File: config.mk
export PLATFORM = sky130hd
export DESIGN_NAME = parsing_data_fifo
export DESIGN_NICKNAME = d
export VERILOG_FILES = /design/src/rtl/parsing_data_fifo.sv
export SDC_FILE = /design/constraint.sdc
export NUM_CORES = 2
export LEC_CHECK = 0
export CAP_MARGIN = 20
export CORE_MARGIN = 2
export CORE_UTILIZATION = 35
export DETAILED_ROUTE_END_ITERATION = 6
export HOLD_SLACK_MARGIN = 0.05
export PLACE_DENSITY = 0.52
export SLEW_MARGIN = 25
export SYNTH_ARGS = -nofsm -noshare
export SYNTH_HDL_FRONTEND = slang
export SYNTH_SLANG_ARGS = --single-unit
File: constraint.sdc
create_clock -name clk -period 10.2 [get_ports clk]
set_input_delay 3.06 -clock clk [delete_from_list [all_inputs] [get_ports clk]]
set_output_delay 3.06 -clock clk [all_outputs]
set_load 0.01 [all_outputs]
File: src/rtl/parsing_data_fifo.sv
// rtl/parsing_data_fifo.sv - FWFT 128-bit beat FIFO between parser and consumer, with frame-done pulse and overflow flag
// Optional occupancy output oCount is compiled in when PARSING_DATA_FIFO_COUNT_EN is defined.
module parsing_data_fifo #(
  parameter int DEPTH       = 16,
  parameter int AF_THRESH   = 12,
  parameter int FRAME_BEATS = 512
) (
  input  logic         clk,
  input  logic         rstn,
  input  logic [7:0]   iDin0,
  input  logic [7:0]   iDin1,
  input  logic [7:0]   iDin2,
  input  logic [7:0]   iDin3,
  input  logic [7:0]   iDin4,
  input  logic [7:0]   iDin5,
  input  logic [7:0]   iDin6,
  input  logic [7:0]   iDin7,
  input  logic [7:0]   iDin8,
  input  logic [7:0]   iDin9,
  input  logic [7:0]   iDin10,
  input  logic [7:0]   iDin11,
  input  logic [7:0]   iDin12,
  input  logic [7:0]   iDin13,
  input  logic [7:0]   iDin14,
  input  logic [7:0]   iDin15,
  input  logic         iValid,
  input  logic         iClear,
  output logic         oRun,
  output logic [127:0] oData,
  output logic         oValid,
  input  logic         iReady,
  output logic         oFrameDone,
  output logic         oOverflow
`ifdef PARSING_DATA_FIFO_COUNT_EN
  ,
  output logic [$clog2(DEPTH):0] oCount
`endif
);

  localparam int AW = $clog2(DEPTH);
  localparam int FW = (FRAME_BEATS > 1) ? $clog2(FRAME_BEATS) : 1;

  typedef enum logic [1:0] {
    S_IDLE   = 2'd0,
    S_ACTIVE = 2'd1,
    S_FULL   = 2'd2
  } state_t;

  logic [127:0] mem_q [DEPTH];
  logic [127:0] din_beat;

  logic [AW:0]  wr_ptr_q, wr_ptr_d;
  logic [AW:0]  rd_ptr_q, rd_ptr_d;
  logic [AW:0]  occ_d;
  logic [FW-1:0] frame_q, frame_d;
  logic         run_q, run_d;
  logic         done_q, done_d;
  logic         ovf_q, ovf_d;
  state_t       state_q, state_d;

  logic         fifo_empty;
  logic         fifo_full;
  logic         push;
  logic         pop;

  assign din_beat = {iDin15, iDin14, iDin13, iDin12, iDin11, iDin10, iDin9, iDin8,
                     iDin7,  iDin6,  iDin5,  iDin4,  iDin3,  iDin2,  iDin1, iDin0};

  assign pop  = oValid & iReady;
  assign push = iValid & (~fifo_full | pop);

  // Next-state for pointers, frame counter, run enable and overflow; clear overrides everything
  always_comb begin
    wr_ptr_d = wr_ptr_q;
    rd_ptr_d = rd_ptr_q;
    frame_d  = frame_q;
    done_d   = 1'b0;
    ovf_d    = ovf_q;
    if (iClear) begin
      wr_ptr_d = '0;
      rd_ptr_d = '0;
      frame_d  = '0;
      ovf_d    = 1'b0;
    end else begin
      if (push) wr_ptr_d = wr_ptr_q + {{AW{1'b0}}, 1'b1};
      if (pop) begin
        rd_ptr_d = rd_ptr_q + {{AW{1'b0}}, 1'b1};
        if (frame_q == FW'(FRAME_BEATS - 1)) begin
          frame_d = '0;
          done_d  = 1'b1;
        end else begin
          frame_d = frame_q + {{(FW-1){1'b0}}, 1'b1};
        end
      end
      if (iValid && fifo_full && !pop) ovf_d = 1'b1;
    end
    occ_d = wr_ptr_d - rd_ptr_d;
    run_d = ~iClear & (32'(occ_d) < AF_THRESH);
  end

  // Control registers; reset holds the FIFO empty and the parser stalled
  always_ff @(posedge clk or posedge rstn) begin
    if (rstn) begin
      wr_ptr_q <= '0;
      rd_ptr_q <= '0;
      frame_q  <= '0;
      run_q    <= 1'b0;
      done_q   <= 1'b0;
      ovf_q    <= 1'b0;
    end else begin
      wr_ptr_q <= wr_ptr_d;
      rd_ptr_q <= rd_ptr_d;
      frame_q  <= frame_d;
      run_q    <= run_d;
      done_q   <= done_d;
      ovf_q    <= ovf_d;
    end
  end

  // Beat storage is not reset; it is only read while the FIFO holds data
  always_ff @(posedge clk) begin
    if (push && !iClear) mem_q[wr_ptr_q[AW-1:0]] <= din_beat;
  end

  // FSM state register
  always_ff @(posedge clk or posedge rstn) begin
    if (rstn) state_q <= S_IDLE;
    else      state_q <= state_d;
  end

  // FSM next state follows the occupancy that will hold after this edge
  always_comb begin
    state_d = S_ACTIVE;
    if (occ_d == '0)                      state_d = S_IDLE;
    else if (occ_d == (AW+1)'(DEPTH))     state_d = S_FULL;
  end

  // FSM outputs: empty/full flags and the fall-through head beat
  always_comb begin
    fifo_empty = (state_q == S_IDLE);
    fifo_full  = (state_q == S_FULL);
    oValid     = ~fifo_empty;
    oData      = fifo_empty ? 128'd0 : mem_q[rd_ptr_q[AW-1:0]];
  end

  assign oRun       = run_q;
  assign oFrameDone = done_q;
  assign oOverflow  = ovf_q;

`ifdef PARSING_DATA_FIFO_COUNT_EN
  assign oCount = wr_ptr_q - rd_ptr_q;
`endif

endmodule

Figure 1. The metal 1 layer.
Scale: 1 px per µm.
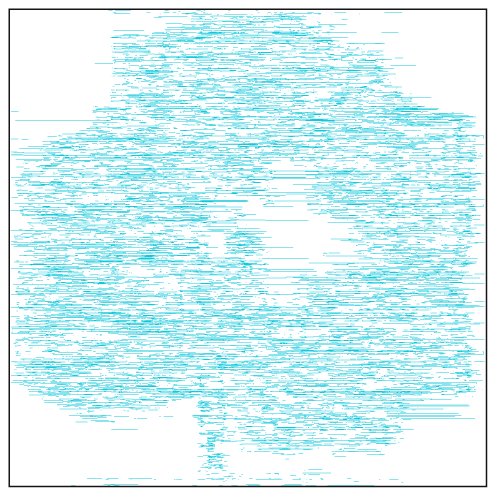
3637 nets have wire on it. The wires run mostly horizontal. The layer carries 81.6 mm of wire. The layer holds 43% of the routed length.

Figure 2. Where the registers sit.
Scale: 1 px per µm. Other sequential cells in the stronger gray, the rest of the logic in the fainter gray.
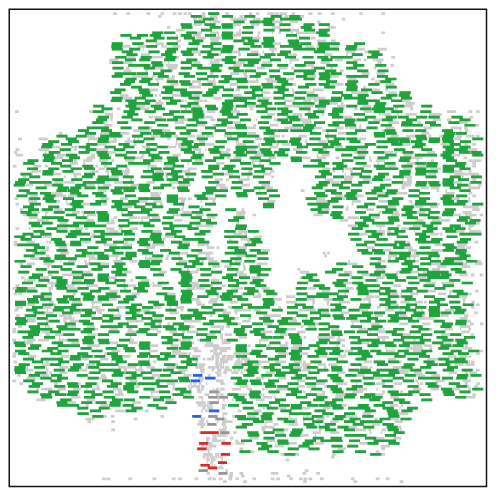
Key: `rd_ptr_q` = blue [placed flops 5, where bottom center]; `frame_q` = red [placed flops 9, where bottom center]; `mem_q` = green [placed flops 2048, where widely spread]

Figure 3. Routing congestion.
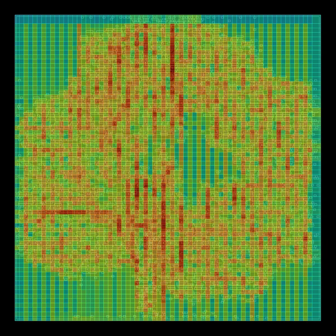
most utilized layer in the global route result: met2
GR Util met1: 0.225
Total GRT Usage: 0.169

Figure 4. Close-up of the layout.
Region (344, 344) to (369, 369) µm. Cells in gray, sequential cells in the stronger gray; small squares are vias.
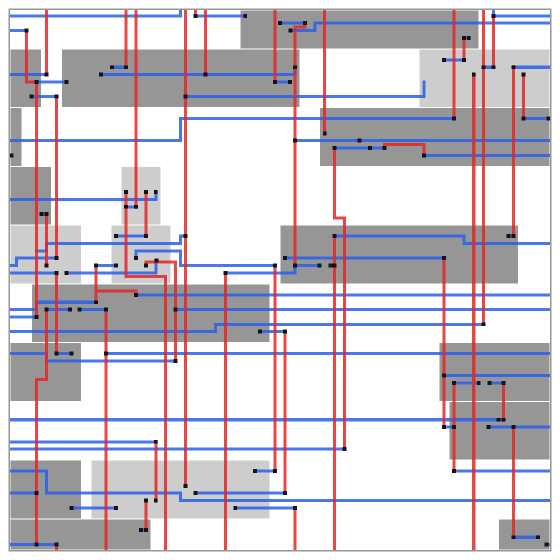
Key: M2 = red; M1 = blue
Most frequent: edfxtp_1 (6), mux4_2 (2). 10 logic cells have their middle in the window. Sequential cells in the window: 6. Netlist names of flops here include `mem_q` (6).

==> Slide: Implementation Results <==
Implementation Results

GRT
  • Largest net degree at the start of global routing: 138
  • Met3 Use GR: 0.0285
  • Vias in the first global route: 37.6k
  • Met2 Use GR: 0.288

Logic synthesis
  • Cell area leaders: edfxtp_1 79%, mux4_2 15%, a22oi_1 2.5%
  • Post-synth top area cell: edfxtp_1
  • Synth flops: 2072
  • Cell Type Count: 42
  • Count leader, synth: edfxtp_1
  • Ys async rst share: 0.0116
  • Adder Area Share: 0.00177
  • Ys Warns: 0
  • Post-synth EDFFs: 2048
  • Yosys stat cell total: 3295

Power
  • Static Leak: 27.3 nW
  • Clock share of power: 0.355
  • Total power: 20.7 mW
  • Top pwr grp: registers
  • Pwr dens: 227 nW/µm²
  • Max IR drop VDD: 0.000163 V
  • Switching share of power: 0.256

Setup path
  • CP Launch Type: flip-flop
  • CP max stage cell: and2_4
  • Nature of the critical path endpoint: output port
  • Worst-path cell chain: and2_4, buf_4, a22oi_1, a21oi_1, clkdlybuf4s50_1
  • Worst Setup SP: rd_ptr_q[2]$_DFF_PP0_
  • R2r startpoint: rd_ptr_q[0]$_DFF_PP0_
  • Crit path to: oData[101]
  • CP top delay family: buffers and inverters

Place
  • Dpl ws: 3510 ps
  • Port Buf Inserts: 264

Finish
  • Largest register FFs: 2048
  • Non-clock buffer share: 0.0382
  • FF/Latch Area: 62100 µm²
  • Clock buf count: 265
  • Commonest Layout Cell: edfxtp_1
  • Combinational gate count: 1026
  • Fill cell count: 19.4k
  • Comb. cell area: 15100 µm²
  • Seq/total area: 0.683
  • Flip-flops: 2072
  • Non-CTS inverters: 8
  • Layout cells sized above 1: 0.233
  • Dominant kind of cell: registers

Final timing
  • Max_slew headroom: 0.293
  • Clk_skew: 40.1 ps
  • TNS Setup: 0 ps
  • Hold_ws: 511 ps
  • Crit path time final: 7420 ps
  • RSZ-0062 raised after global routing: no

Hold path
  • Worst hold path type: flip-flop to flip-flop
  • Hold endpoint: oOverflow$_DFFE_PP0P_
  • Hold path start: oOverflow$_DFFE_PP0P_
  • Hold depth: 2

CTS
  • Worst-path clk slew: 60 ps
  • CTS max path bufs: 3
  • Skew-Pair Late Insertion Delay: 830 ps
  • Number of buffers created by CTS: 212
  • Root Driver: clkbuf_16

Detailed routing
  • Pre-antenna DRT Iters: 5
  • Vias: 35.8k
  • Drt first-iter violations: 3038

Outcome
  • Status: completed

Floorplan
  • Tapcell count: 2975
  • Die height: 476 µm

Run
  • MaxCap Viol Count: 0
Power and IR drop assume default switching activity.
